<file path="config.mk">
export PLATFORM = sky130hd
export DESIGN_NAME = mem_port_arbiter_flat
export DESIGN_NICKNAME = d
export VERILOG_FILES = /design/src/rtl/mem_port_arbiter_pkg.sv /design/src/rtl/mem_port_arbiter_if.sv /design/src/rtl/mem_port_arbiter_lane_fmt.sv /design/src/rtl/mem_port_arbiter.sv /design/src/flat_wrapper.sv
export SDC_FILE = /design/constraint.sdc
export NUM_CORES = 1
export LEC_CHECK = 0
export CORE_ASPECT_RATIO = 0.7
export CORE_MARGIN = 2
export CORE_UTILIZATION = 45
export CTS_CLUSTER_DIAMETER = 120
export DETAILED_ROUTE_END_ITERATION = 16
export PLACE_DENSITY = 0.87
export SLEW_MARGIN = 20
export SYNTH_ARGS = -nofsm -noshare
export SYNTH_HDL_FRONTEND = slang
export SYNTH_SLANG_ARGS = --single-unit
</file>
<file path="constraint.sdc">
create_clock -name CLK -period 2.3 [get_ports CLK]
set_clock_uncertainty 0.1 [all_clocks]
set_input_delay 0.575 -clock CLK [delete_from_list [all_inputs] [get_ports CLK]]
set_output_delay 0.575 -clock CLK [all_outputs]
set_load 0.02 [all_outputs]
</file>
<file path="src/rtl/mem_port_arbiter_pkg.sv">
// Shared types and constants for the instruction/data memory port arbiter.
package mem_arb_pkg;

    typedef enum logic [1:0] {
        IDLE = 2'd0,
        BUS  = 2'd1,
        RESP = 2'd2
    } state_e;

    typedef enum logic {
        GNT_I = 1'b0,
        GNT_D = 1'b1
    } gnt_e;

    localparam logic [2:0] SZ_B = 3'b001;
    localparam logic [2:0] SZ_H = 3'b010;
    localparam logic [2:0] SZ_W = 3'b100;

endpackage

</file>
<file path="src/rtl/mem_port_arbiter_if.sv">
// Unified memory bus between the arbiter (master) and the SoC fabric (slave).
interface mem_port_arbiter_if;

    logic [31:0] M_ADDR;
    logic [31:0] M_WDATA;
    logic [3:0]  M_BE;
    logic        M_RD;
    logic        M_WR;
    logic [31:0] M_RDATA;
    logic        M_RDY;
    logic        M_ERR;

    modport master (
        output M_ADDR, M_WDATA, M_BE, M_RD, M_WR,
        input  M_RDATA, M_RDY, M_ERR
    );

    modport slave (
        input  M_ADDR, M_WDATA, M_BE, M_RD, M_WR,
        output M_RDATA, M_RDY, M_ERR
    );

endinterface

</file>
<file path="src/rtl/mem_port_arbiter_lane_fmt.sv">
// Byte-enable, store-lane replication and alignment check for a data access.
module mem_lane_fmt
    import mem_arb_pkg::*;
(
    input  logic [1:0]  addr_lo,
    input  logic [2:0]  dlen,
    input  logic [31:0] datao,
    output logic [3:0]  be,
    output logic [31:0] wdata,
    output logic        misalign
);

    always_comb begin
        be       = 4'b0000;
        wdata    = 32'h0;
        misalign = 1'b0;
        case (dlen)
            SZ_B: begin
                be    = 4'b0001 << addr_lo;
                wdata = {4{datao[7:0]}};
            end
            SZ_H: begin
                be       = 4'b0011 << {addr_lo[1], 1'b0};
                wdata    = {2{datao[15:0]}};
                misalign = addr_lo[0];
            end
            SZ_W: begin
                be       = 4'b1111;
                wdata    = datao;
                misalign = |addr_lo;
            end
            // Any other size code is rejected like a misaligned access.
            default: misalign = 1'b1;
        endcase
    end

endmodule

</file>
<file path="src/rtl/mem_port_arbiter.sv">
// Arbitrates the core's fetch and data ports onto one memory bus, with
// data-first priority bounded by a starvation counter and a bus timeout.
module mem_port_arbiter
    import mem_arb_pkg::*;
#(
    parameter int TIMEOUT    = 64,
    parameter int STARVE_MAX = 4
) (
    input  logic        CLK,
    input  logic        RES,
    input  logic        I_REQ,
    input  logic [31:0] IADDR,
    output logic [31:0] IDATA,
    output logic        I_ACK,
    input  logic        D_REQ,
    input  logic [31:0] DADDR,
    input  logic [31:0] DATAO,
    input  logic [2:0]  DLEN,
    input  logic        DWR,
    output logic [31:0] DATAI,
    output logic        D_ACK,
    output logic        BERR,
    output logic        HLT,
    mem_port_arbiter_if.master mbus
);

    localparam int TW = (TIMEOUT > 2) ? $clog2(TIMEOUT) : 1;
    localparam int SW = $clog2(STARVE_MAX + 1);

    state_e      state_q, state_d;
    gnt_e        gnt_q, gnt_d;
    logic [SW-1:0] starve_q, starve_d;
    logic [TW-1:0] tmo_q, tmo_d;
    logic [31:0] m_addr_q, m_addr_d;
    logic [31:0] m_wdata_q, m_wdata_d;
    logic [3:0]  m_be_q, m_be_d;
    logic        m_rd_q, m_rd_d;
    logic        m_wr_q, m_wr_d;
    logic [31:0] idata_q, idata_d;
    logic [31:0] datai_q, datai_d;
    logic        i_ack_q, i_ack_d;
    logic        d_ack_q, d_ack_d;
    logic        berr_q, berr_d;

    logic [3:0]  lane_be;
    logic [31:0] lane_wdata;
    logic        lane_misalign;
    logic        unused_iaddr;

    assign unused_iaddr = ^IADDR[1:0];

    mem_lane_fmt u_lane_fmt (
        .addr_lo  (DADDR[1:0]),
        .dlen     (DLEN),
        .datao    (DATAO),
        .be       (lane_be),
        .wdata    (lane_wdata),
        .misalign (lane_misalign)
    );

    always_comb begin
        state_d   = state_q;
        gnt_d     = gnt_q;
        starve_d  = starve_q;
        tmo_d     = tmo_q;
        m_addr_d  = m_addr_q;
        m_wdata_d = m_wdata_q;
        m_be_d    = m_be_q;
        m_rd_d    = m_rd_q;
        m_wr_d    = m_wr_q;
        idata_d   = idata_q;
        datai_d   = datai_q;
        i_ack_d   = 1'b0;
        d_ack_d   = 1'b0;
        berr_d    = 1'b0;

        case (state_q)
            IDLE: begin
                if (D_REQ && (starve_q < SW'(STARVE_MAX))) begin
                    gnt_d    = GNT_D;
                    starve_d = I_REQ ? starve_q + 1'b1 : '0;
                    if (lane_misalign) begin
                        // Rejected without touching the bus.
                        state_d = RESP;
                        d_ack_d = 1'b1;
                        berr_d  = 1'b1;
                        datai_d = 32'h0;
                    end else begin
                        state_d   = BUS;
                        tmo_d     = '0;
                        m_addr_d  = {DADDR[31:2], 2'b00};
                        m_be_d    = lane_be;
                        m_wdata_d = lane_wdata;
                        m_rd_d    = ~DWR;
                        m_wr_d    = DWR;
                    end
                end else if (I_REQ) begin
                    gnt_d     = GNT_I;
                    starve_d  = '0;
                    state_d   = BUS;
                    tmo_d     = '0;
                    m_addr_d  = {IADDR[31:2], 2'b00};
                    m_be_d    = 4'b1111;
                    m_wdata_d = 32'h0;
                    m_rd_d    = 1'b1;
                    m_wr_d    = 1'b0;
                end
            end
            BUS: begin
                if (mbus.M_RDY || (tmo_q == TW'(TIMEOUT - 1))) begin
                    state_d = RESP;
                    m_rd_d  = 1'b0;
                    m_wr_d  = 1'b0;
                    berr_d  = mbus.M_RDY ? mbus.M_ERR : 1'b1;
                    if (gnt_q == GNT_I) begin
                        i_ack_d = 1'b1;
                        idata_d = mbus.M_RDY ? mbus.M_RDATA : 32'h0;
                    end else begin
                        d_ack_d = 1'b1;
                        datai_d = mbus.M_RDY ? mbus.M_RDATA : 32'h0;
                    end
                end else begin
                    tmo_d = tmo_q + 1'b1;
                end
            end
            RESP: state_d = IDLE;
            default: state_d = IDLE;
        endcase
    end

    always_ff @(posedge CLK or negedge RES) begin
        if (!RES) begin
            state_q   <= IDLE;
            gnt_q     <= GNT_I;
            starve_q  <= '0;
            tmo_q     <= '0;
            m_addr_q  <= 32'h0;
            m_wdata_q <= 32'h0;
            m_be_q    <= 4'b0000;
            m_rd_q    <= 1'b0;
            m_wr_q    <= 1'b0;
            idata_q   <= 32'h0;
            datai_q   <= 32'h0;
            i_ack_q   <= 1'b0;
            d_ack_q   <= 1'b0;
            berr_q    <= 1'b0;
        end else begin
            state_q   <= state_d;
            gnt_q     <= gnt_d;
            starve_q  <= starve_d;
            tmo_q     <= tmo_d;
            m_addr_q  <= m_addr_d;
            m_wdata_q <= m_wdata_d;
            m_be_q    <= m_be_d;
            m_rd_q    <= m_rd_d;
            m_wr_q    <= m_wr_d;
            idata_q   <= idata_d;
            datai_q   <= datai_d;
            i_ack_q   <= i_ack_d;
            d_ack_q   <= d_ack_d;
            berr_q    <= berr_d;
        end
    end

    assign mbus.M_ADDR  = m_addr_q;
    assign mbus.M_WDATA = m_wdata_q;
    assign mbus.M_BE    = m_be_q;
    assign mbus.M_RD    = m_rd_q;
    assign mbus.M_WR    = m_wr_q;
    assign IDATA        = idata_q;
    assign DATAI        = datai_q;
    assign I_ACK        = i_ack_q;
    assign D_ACK        = d_ack_q;
    assign BERR         = berr_q;

    // Stall is forced low during reset so every output reads 0.
    assign HLT = RES & ((I_REQ & ~i_ack_q) | (D_REQ & ~d_ack_q));

endmodule
</file>
<file path="src/flat_wrapper.sv">
// flat-port wrapper written by rule: the top's interface ports become plain ports
module mem_port_arbiter_flat import mem_arb_pkg::*;
#(
    parameter int TIMEOUT    = 64,
    parameter int STARVE_MAX = 4
)
  (CLK, RES, I_REQ, IADDR, IDATA, I_ACK, D_REQ, DADDR, DATAO, DLEN, DWR, DATAI, D_ACK, BERR, HLT, mbus_M_ADDR, mbus_M_WDATA, mbus_M_BE, mbus_M_RD, mbus_M_WR, mbus_M_RDATA, mbus_M_RDY, mbus_M_ERR);
  mem_port_arbiter_if mbus_i ();
  input  logic CLK;
  input  logic RES;
  input  logic I_REQ;
  input  logic [31:0] IADDR;
  output logic [31:0] IDATA;
  output logic I_ACK;
  input  logic D_REQ;
  input  logic [31:0] DADDR;
  input  logic [31:0] DATAO;
  input  logic [2:0] DLEN;
  input  logic DWR;
  output logic [31:0] DATAI;
  output logic D_ACK;
  output logic BERR;
  output logic HLT;
  output wire logic [$bits(mbus_i.M_ADDR)-1:0] mbus_M_ADDR;
  output wire logic [$bits(mbus_i.M_WDATA)-1:0] mbus_M_WDATA;
  output wire logic [$bits(mbus_i.M_BE)-1:0] mbus_M_BE;
  output wire logic [$bits(mbus_i.M_RD)-1:0] mbus_M_RD;
  output wire logic [$bits(mbus_i.M_WR)-1:0] mbus_M_WR;
  input wire logic [$bits(mbus_i.M_RDATA)-1:0] mbus_M_RDATA;
  input wire logic [$bits(mbus_i.M_RDY)-1:0] mbus_M_RDY;
  input wire logic [$bits(mbus_i.M_ERR)-1:0] mbus_M_ERR;
  assign mbus_M_ADDR = mbus_i.M_ADDR;
  assign mbus_M_WDATA = mbus_i.M_WDATA;
  assign mbus_M_BE = mbus_i.M_BE;
  assign mbus_M_RD = mbus_i.M_RD;
  assign mbus_M_WR = mbus_i.M_WR;
  assign mbus_i.M_RDATA = mbus_M_RDATA;
  assign mbus_i.M_RDY = mbus_M_RDY;
  assign mbus_i.M_ERR = mbus_M_ERR;
  mem_port_arbiter #(.TIMEOUT(TIMEOUT), .STARVE_MAX(STARVE_MAX)) u_core (.CLK(CLK), .RES(RES), .I_REQ(I_REQ), .IADDR(IADDR), .IDATA(IDATA), .I_ACK(I_ACK), .D_REQ(D_REQ), .DADDR(DADDR), .DATAO(DATAO), .DLEN(DLEN), .DWR(DWR), .DATAI(DATAI), .D_ACK(D_ACK), .BERR(BERR), .HLT(HLT), .mbus(mbus_i));
endmodule
</file>
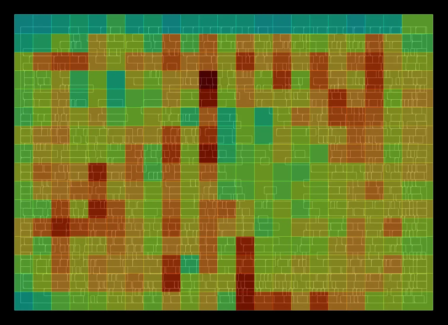
Fig. 1. Routing congestion map.
utilization after layout: 71.6%
routed wire length per instance: 17.6 µm
met2 layer usage reported by global route: 39.7%
met1 routing resource usage after global routing: 32.4%
Global Route Usage Sum: 24.5%

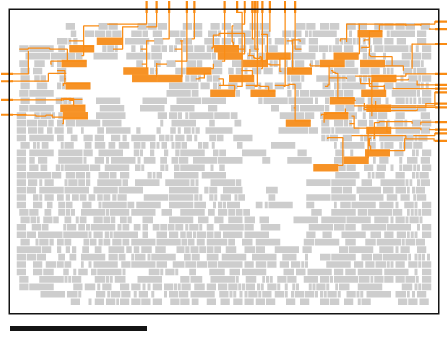
Fig. 2. Port wiring.
Scale bar: 50 µm.
Orange shows `DATAI`, direction output, edge 15 top, 13 right, 4 left, end cells 32, buffers 32, wire 1230 µm.

==> flow_metrics.env <==
# implementation run metrics
export IMPL_run_status="finished clean"
export IMPL_tritoncts_num_buffers=17
export IMPL_yosys_area_share_aoi_pct=12.0
export IMPL_area_growth_synth_to_final_pct=53.4
export IMPL_power_sequential_fraction_pct=32.0
export IMPL_cts_num_sinks=147
export IMPL_worstSetupStartpointType="input port"
export IMPL_fp_coreArea_um2=15700
export IMPL_clockNetworkPower_mw=2.90
export IMPL_yosys_stat_seqShare_pct=50.3
export IMPL_yosys_stat_cells=737
export IMPL_fin_crit_ns=2.26
export IMPL_insertion_delay_late_pin_ns=0.40
export IMPL_critical_r2r_capture="u_core.DATAI[0]$_DFFE_PN0P_"
export IMPL_final_antenna_net_count=0
export IMPL_max_clock_path_buffers=2
export IMPL_clk_transition_reported_paths_ns=0.06
export IMPL_drive_gt1_share_pct=12.9
export IMPL_synth_simple_gate_area_share_pct=14.2
export IMPL_fp_dieH_um=111
export IMPL_firstDrtPassIters=7
export IMPL_power_mw=13.5
export IMPL_power_frac_clock_pct=21.6
export IMPL_summed_standard_cell_area_reported_by_yosys_um2=7320
export IMPL_maxClockFrequency_ghz=0.442
export IMPL_num_antenna_cells=0
export IMPL_slew_limit_headroom_pct=45.0
export IMPL_critical_path_startpoint="D_REQ"
export IMPL_timing_hold_worst_class="in2async"
export IMPL_warnings=30
export IMPL_synth_ff_latch_count=147
export IMPL_crit_fanout=7
export IMPL_r2r_path_start="u_core.tmo_q[0]$_DFFE_PN0P_"
export IMPL_share_comb_of_total_power_pct=46.4
export IMPL_final_common_cell="sky130_fd_sc_hd__clkdlybuf4s50_1"
export IMPL_count_of_flip_flops_with_a_built_in_enable_after_synthesis=0
export IMPL_post_place_cells=1194
export IMPL_drc=0
export IMPL_grt_use_met3_pct=6.68
export IMPL_fin_worst_hold_slack_ns=0.192
export IMPL_synth_async_reset_ratio_pct=100
export IMPL_final_net_count=1163
export IMPL_num_io_pins=276
export IMPL_fa_ha_area_share_pct=0.342
export IMPL_critical_path_endpoint_category="register"
export IMPL_synth_yosys_warnings=0
export IMPL_layout_top_cells="sky130_fd_sc_hd__clkdlybuf4s50_1, sky130_fd_sc_hd__dfrtp_1, sky130_fd_sc_hd__nand2_1"
export IMPL_synthXorXnorAreaFrac_pct=0.222
export IMPL_p_sw_mw=4.89
export IMPL_static_leakage_power_nw=4.97
export IMPL_endpoint="u_core.mbus.M_ADDR[12]$_DFFE_PN0P_"
export IMPL_dr_total_vias=6479
export IMPL_tritoncts="yes"
export IMPL_gp_congestion=0.890
export IMPL_grt_busiest_layer="met2"
export IMPL_postRouteWirelength_um=21800
export IMPL_setup_viol=0
export IMPL_synth_area_um2=7320
export IMPL_syn_instance_count=737
export IMPL_crit_type="in2reg"
export IMPL_final_hold_viol_count=0
export IMPL_sequentialPower_mw=4.31
export IMPL_clock_tree_htree_level_count=4
export IMPL_power_switching_share_pct=36.4
export IMPL_dominant_combinational_cell_family_by_area_after_synthesis="multiplexers"
export IMPL_r2r_cells=7
export IMPL_stdcell_area_um2=11200
export IMPL_chip_area_um2=17300
export IMPL_grt_antenna_before_repair=0
export IMPL_post_synth_most_frequent_cells="sky130_fd_sc_hd__dfrtp_1, sky130_fd_sc_hd__nand2_1, sky130_fd_sc_hd__inv_1, sky130_fd_sc_hd__o21ai_0, sky130_fd_sc_hd__mux2_2"
export IMPL_synth_cell_type_count=48
export IMPL_grt_max_degree=148
export IMPL_die_width_um=156
export IMPL_synthTopCellsByArea="sky130_fd_sc_hd__dfrtp_1, sky130_fd_sc_hd__nand2_1, sky130_fd_sc_hd__mux2_2"
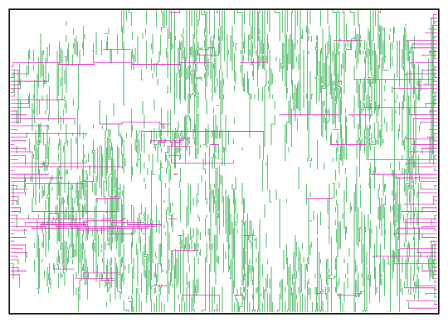
Fig. 3. Wiring by layer.
Two of the layers only.
Green shows metal 2, wire length 10400 µm. Magenta shows metal 3, wire length 1600 µm.

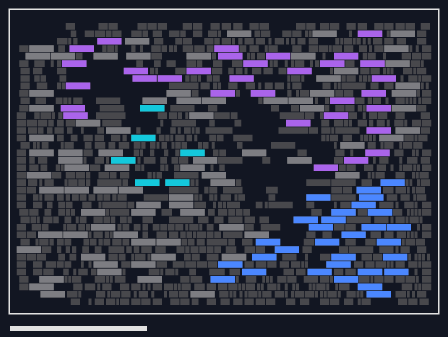
Fig. 4. Sequential cells colored by netlist name.
Scale bar: 50 µm. Other sequential cells in the stronger gray, the rest of the logic in the fainter gray.
Purple shows `u_core.DATAI`, sequential cells 32. Cyan shows `u_core.tmo_q`, sequential cells 6. Blue shows `u_core.mbus.M_ADDR`, sequential cells 30, where lower right.
Another 79 sequential cells are not colored.

[sequential cells by signal (all words and copies together) (netlist names), 2 cells and up]
name	flops
u_core.tmo_q	6
u_core.state_q	2
u_core.starve_q	3
u_core.mbus.M_BE	4
u_core.mbus.M_WDATA	32
u_core.mbus.M_ADDR	30
u_core.IDATA	32
u_core.DATAI	32
[critical path, cell delays in order]
cell	delay (ns)
sky130_fd_sc_hd__clkdlybuf4s50_1	0.48
sky130_fd_sc_hd__buf_4	0.11
sky130_fd_sc_hd__nor2b_4	0.20
sky130_fd_sc_hd__o21ai_1	0.14
sky130_fd_sc_hd__o21ba_4	0.31
sky130_fd_sc_hd__buf_8	0.15
sky130_fd_sc_hd__clkbuf_16	0.16
sky130_fd_sc_hd__mux2_1	0.33
[metrics by stage]
step / setup TNS, ns / utilization, %
after global routing: -0.0251 / 71.6
after global placement: -34.28 / 66.3
after CTS: 0 / 70.3
final: 0 / 71.6
after floorplan: 0 / -
after detailed placement: -40.84 / 66.3
[routing by layer]
layer / vias to the layer above / part of all wire [%]
met3: 28 / 7.4
li1: 3053 / -
met2: 247 / 48
met1: 3151 / 43
met5: - / 0
met4: 0 / 1.6
[area by class of cell]
cell class | count | area (µm²)
fillers | 1148 | 4460
clock buffers | 19 | 433
clock inverters | 12 | 183
repair buffers | 317 | 3220
well taps | 200 | 250
inverters | 90 | 338
multi-input cells | 450 | 3130
flip-flops and latches | 147 | 3680
[what timing repair did]
| action | 4_1_cts | 5_1_grt |
|---|---|---|
| cloned | 0 | 4 |
| setup endpoints to repair | 51 | 83 |
| resized | 10 | 16 |
| pin swaps | 0 | 4 |
| buffers inserted | 0 | 6 |
| hold buffers | 0 | 0 |
| endpoints found under the hold margin | 0 | 0 |
